### config.mk
export PLATFORM = sky130hd
export DESIGN_NAME = ram_arbiter
export DESIGN_NICKNAME = d
export VERILOG_FILES = /design/src/rtl/ram_arbiter.sv
export SDC_FILE = /design/constraint.sdc
export NUM_CORES = 1
export LEC_CHECK = 0
export CORE_MARGIN = 2
export CORE_UTILIZATION = 35
export DETAILED_ROUTE_END_ITERATION = 8
export PLACE_DENSITY = 0.7
export SETUP_SLACK_MARGIN = 0.3
export SYNTH_ARGS = -nofsm -noshare
export SYNTH_HDL_FRONTEND = slang
export SYNTH_SLANG_ARGS = --single-unit
### constraint.sdc
create_clock -name clock -period 4.2 [get_ports clock]
set_input_delay 0.63 -clock clock [delete_from_list [all_inputs] [get_ports clock]]
set_output_delay 0.63 -clock clock [all_outputs]
set_load 0.05 [all_outputs]
### src/rtl/ram_arbiter.sv
// ram_arbiter
//   Shares one program/data RAM between the processor core (cpu) and the
//   debug/program-loader port (dbg). Every access uses the strobe protocol:
//   the selected RAM clock is driven low for one cycle, then high, and that
//   rising edge performs the access. Requesters hold a level req and receive
//   a one-cycle done pulse; req/we/addr/wdata are sampled only at grant.
//
//   Optional build macro: ARB_FIXED_PRIORITY_EN
//     defined   - dbg always wins a tie (lets the loader stall the cpu)
//     undefined - round-robin between the two requesters
//
// Ports:
//   clock, reset                       system clock, async active-high reset
//   cpu_req/we/addr/wdata              cpu transaction request
//   cpu_rdata, cpu_done                cpu read data, completion pulse
//   dbg_req/we/addr/wdata              debug transaction request
//   dbg_rdata, dbg_done                debug read data, completion pulse
//   ram_read_clock, ram_write_clock    RAM access strobes
//   ram_read_addr, ram_write_addr      RAM addresses
//   ram_data, ram_q                    RAM write data / read data
//   busy                               high whenever a transaction is active
module ram_arbiter #(
  parameter int WORD_W = 32,
  parameter int ADDR_W = 10
) (
  input  logic              clock,
  input  logic              reset,
  input  logic              cpu_req,
  input  logic              cpu_we,
  input  logic [ADDR_W-1:0] cpu_addr,
  input  logic [WORD_W-1:0] cpu_wdata,
  output logic [WORD_W-1:0] cpu_rdata,
  output logic              cpu_done,
  input  logic              dbg_req,
  input  logic              dbg_we,
  input  logic [ADDR_W-1:0] dbg_addr,
  input  logic [WORD_W-1:0] dbg_wdata,
  output logic [WORD_W-1:0] dbg_rdata,
  output logic              dbg_done,
  output logic              ram_read_clock,
  output logic              ram_write_clock,
  output logic [ADDR_W-1:0] ram_read_addr,
  output logic [ADDR_W-1:0] ram_write_addr,
  output logic [WORD_W-1:0] ram_data,
  input  logic [WORD_W-1:0] ram_q,
  output logic              busy
);

  typedef enum logic [2:0] {
    IDLE, RD_LOW, RD_HIGH, RD_CAP, WR_LOW, WR_HIGH, RELEASE
  } state_t;

  state_t state;
  logic   owner;      // 1 = dbg owns the current transaction
  logic   pick_dbg;   // arbitration result for a grant in IDLE

`ifdef ARB_FIXED_PRIORITY_EN
  always_comb begin
    pick_dbg = dbg_req;
  end
`else
  logic last_owner;   // 1 = dbg was granted last; reset so cpu wins first tie

  always_comb begin
    pick_dbg = dbg_req && (!cpu_req || !last_owner);
  end
`endif

  always_ff @(posedge clock or posedge reset) begin
    if (reset) begin
      // Strobes reset low: reset can only ever produce a falling strobe edge.
      state           <= IDLE;
      owner           <= 1'b0;
`ifndef ARB_FIXED_PRIORITY_EN
      last_owner      <= 1'b1;
`endif
      cpu_rdata       <= '0;
      cpu_done        <= 1'b0;
      dbg_rdata       <= '0;
      dbg_done        <= 1'b0;
      ram_read_clock  <= 1'b0;
      ram_write_clock <= 1'b0;
      ram_read_addr   <= '0;
      ram_write_addr  <= '0;
      ram_data        <= '0;
    end else begin
      case (state)
        IDLE: begin
          if (cpu_req || dbg_req) begin
            owner <= pick_dbg;
`ifndef ARB_FIXED_PRIORITY_EN
            last_owner <= pick_dbg;
`endif
            ram_read_addr  <= pick_dbg ? dbg_addr  : cpu_addr;
            ram_write_addr <= pick_dbg ? dbg_addr  : cpu_addr;
            ram_data       <= pick_dbg ? dbg_wdata : cpu_wdata;
            state          <= (pick_dbg ? dbg_we : cpu_we) ? WR_LOW : RD_LOW;
          end
        end
        RD_LOW: begin
          ram_read_clock <= 1'b0;
          state          <= RD_HIGH;
        end
        RD_HIGH: begin
          ram_read_clock <= 1'b1;
          state          <= RD_CAP;
        end
        RD_CAP: begin
          if (owner) begin
            dbg_rdata <= ram_q;
            dbg_done  <= 1'b1;
          end else begin
            cpu_rdata <= ram_q;
            cpu_done  <= 1'b1;
          end
          state <= RELEASE;
        end
        WR_LOW: begin
          ram_write_clock <= 1'b0;
          state           <= WR_HIGH;
        end
        WR_HIGH: begin
          ram_write_clock <= 1'b1;
          if (owner) dbg_done <= 1'b1;
          else       cpu_done <= 1'b1;
          state <= RELEASE;
        end
        RELEASE: begin
          // req is deliberately not sampled here.
          cpu_done <= 1'b0;
          dbg_done <= 1'b0;
          state    <= IDLE;
        end
        default: state <= IDLE;
      endcase
    end
  end

  assign busy = (state != IDLE);

endmodule

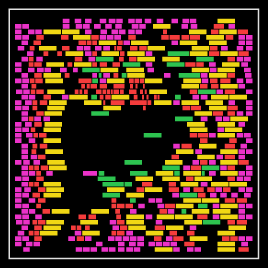
Figure 1: placement by cell class.
(2 px per um)
[flops] yellow | cells: 115 | share of their area: 37%
[combinational and other logic] red | cells: 186 | share of their area: 24%
[clock drivers and dummy loads] green | cells: 32 | share of their area: 7.9%
[other buffers and delay cells] magenta | cells: 245 | share of their area: 31%

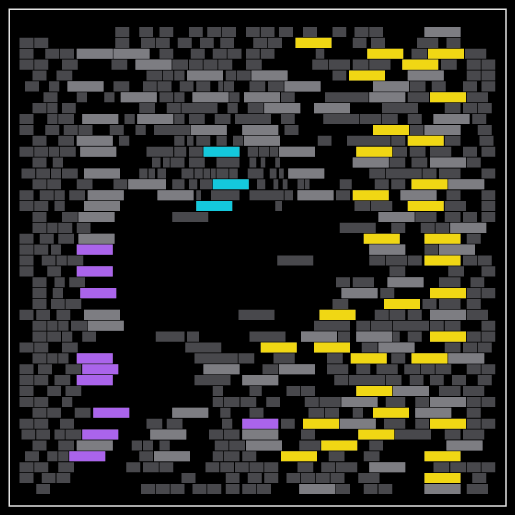
Figure 2: sequential cells coloured by netlist name.
(4 px per um) Other sequential cells in the stronger grey, the rest of the logic in the fainter grey.
[state] cyan | placed flops: 3
[cpu_rdata] yellow | placed flops: 32
[ram_write_addr] purple | placed flops: 10
not coloured: 70
flop share of the area: 0.356
P_seq: 2080 uW

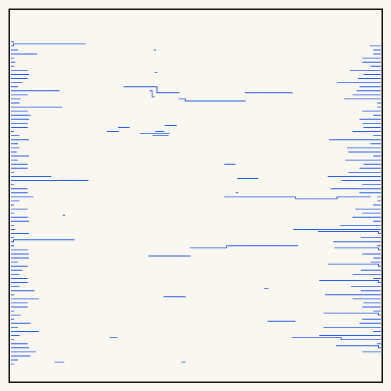
Figure 3: met3 routing.
(3 px per um)
share of all routed wire: 9.6%
main direction: horizontal
nets with wire on the layer: 168
met3 Track Usage GR: 0.0554
vias after detailed routing: 3786

==> flow_summary.json <==
{
  "seq_area_sq_mm": 0.00288,
  "fin_util": 0.580,
  "boundaryPins": 243,
  "die_y_um": 124,
  "pwr-share-seq": 0.253,
  "hold_viol_final": 0,
  "antenna_cells": 0,
  "timing.rr.start": "state[1]",
  "synthesis.area_sq_mm": 0.00502,
  "drt_pre_antenna_iters": 4,
  "cp-endpoint": "busy",
  "wl_um": 13200,
  "swShare": 0.458,
  "worstReg2RegEnd": "ram_data[6]",
  "warnings": 26,
  "arrival_ns": 2.25,
  "grt_pass1_vias": 3913,
  "grt_first_pass_wirelength_um": 20400,
  "yosysSeqAreaShare": 0.573,
  "p_int_uw": 4450,
  "ys_ff": 115,
  "cts_sinks": 115,
  "ys_sh_aoi": 0.117,
  "fin_crit_sh": 0.686,
  "cts_tree": "done",
  "cts.hold.buffers_added": 0,
  "drive_gt1_frac": 0.258,
  "simple_gate_area_frac": 0.0909,
  "hold_class": "reg -> reg",
  "area_dominant_class": "registers",
  "critical_path.top_delay_family": "buffers and inverters",
  "area_growth_syn_to_layout_pct": 60.8,
  "clock_power_share": 0.180,
  "logic_family": "multiplexers",
  "comb_share": 0.233,
  "slowest_stage": "clkdlybuf4s50_1",
  "top_layer": "met4",
  "cp-startpoint": "state[1]",
  "gp_congestion": 0.763,
  "first_iter_violations": 227,
  "cp_max_fo": 12,
  "comb_power_share": 0.567,
  "crit_path_start_kind": "register",
  "comb_area_sq_mm": 0.00188,
  "fin_cells": 758,
  "vias_per_cell": 4.99,
  "leakage_uw": 0.00329,
  "bufAreaShareNonClock": 0.304,
  "drv_slew": 0,
  "n_all_inverters": 4,
  "cts_resized": 0,
  "comb-power_uw": 4660,
  "hold-worst-slack_ns": 0.473,
  "grt_use_met2": 0.287,
  "fin_crit_ns": 2.88,
  "syn_nets": 461,
  "p_clk_uw": 1480,
  "irDropWorstVdd_v": 0.000618,
  "ys_sh_adder": 0,
  "clock_path_buffers": 2,
  "crit_path_cell_trace": "nor3_4 -> inv_1 -> clkdlybuf4s50_1",
  "tightest_slew_ns": 1.09,
  "power_leader": "combinational cells",
  "worstSetupPathType": "reg -> out",
  "route.detailed.drc": 0,
  "die_area_sq_mm": 0.0153,
  "outcome": "completed",
  "ys_cells": 339,
  "r2r_setup_slack_ns": 1.50,
  "top_area_cell": "dfrtp_1",
  "cap_viol_max_count": 0,
  "top_area_frac": 0.568,
  "wl_met2_um": 6260,
  "cts_made_buffers": 17,
  "p_sw_uw": 3760,
  "min_to": "ram_write_clock",
  "post_cts_buffers": 0,
  "async_flop_share": 1.00,
  "timing.fmax_ghz": 0.347,
  "endpoint_kind": "output port",
  "reg2regPathDepth": 5
}
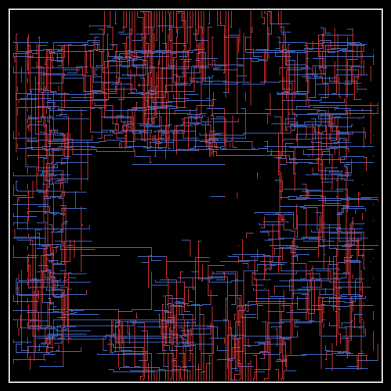
Figure 4: routed metal, one colour a layer.
(3 px per um) Only two layers are drawn.
[metal 2] red | wire length: 6260 um
[metal 1] blue | wire length: 5510 um

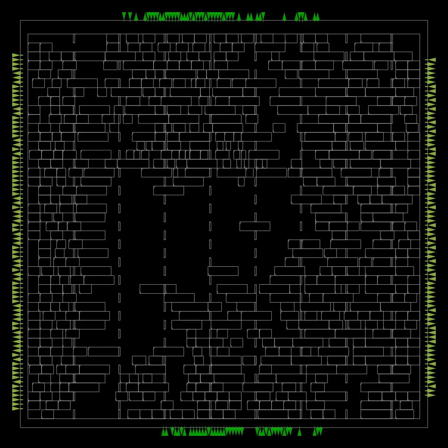
Figure 5: placed standard cells.
# fillers: 1109
floorplan core area: 0.0139 sq mm
row cnt: 43
flip-flops: 115
# Taps: 180

worst min-delay path, cell delays in order (launching register included):
cell     delay, ns
dfrtp_1       0.34
nand2_1       0.04
o21ai_0       0.05
cells in the mapped netlist, types with 2 or more instances:
| cell type | instances |
|---|---|
| dfrtp_1 | 114 |
| nand3b_1 | 42 |
| o221a_2 | 42 |
| mux2_2 | 33 |
| mux2_4 | 30 |
| buf_4 | 20 |
| clkbuf_1 | 9 |
| a31oi_1 | 5 |
| buf_2 | 5 |
| buf_6 | 4 |
| inv_1 | 4 |
| nand2_1 | 4 |
| a21oi_1 | 3 |
| nand2b_1 | 3 |
| o21ai_0 | 3 |
| nor2_1 | 2 |
| o21a_1 | 2 |
Power figures rest on the tool's default switching activity, not on a simulated workload.
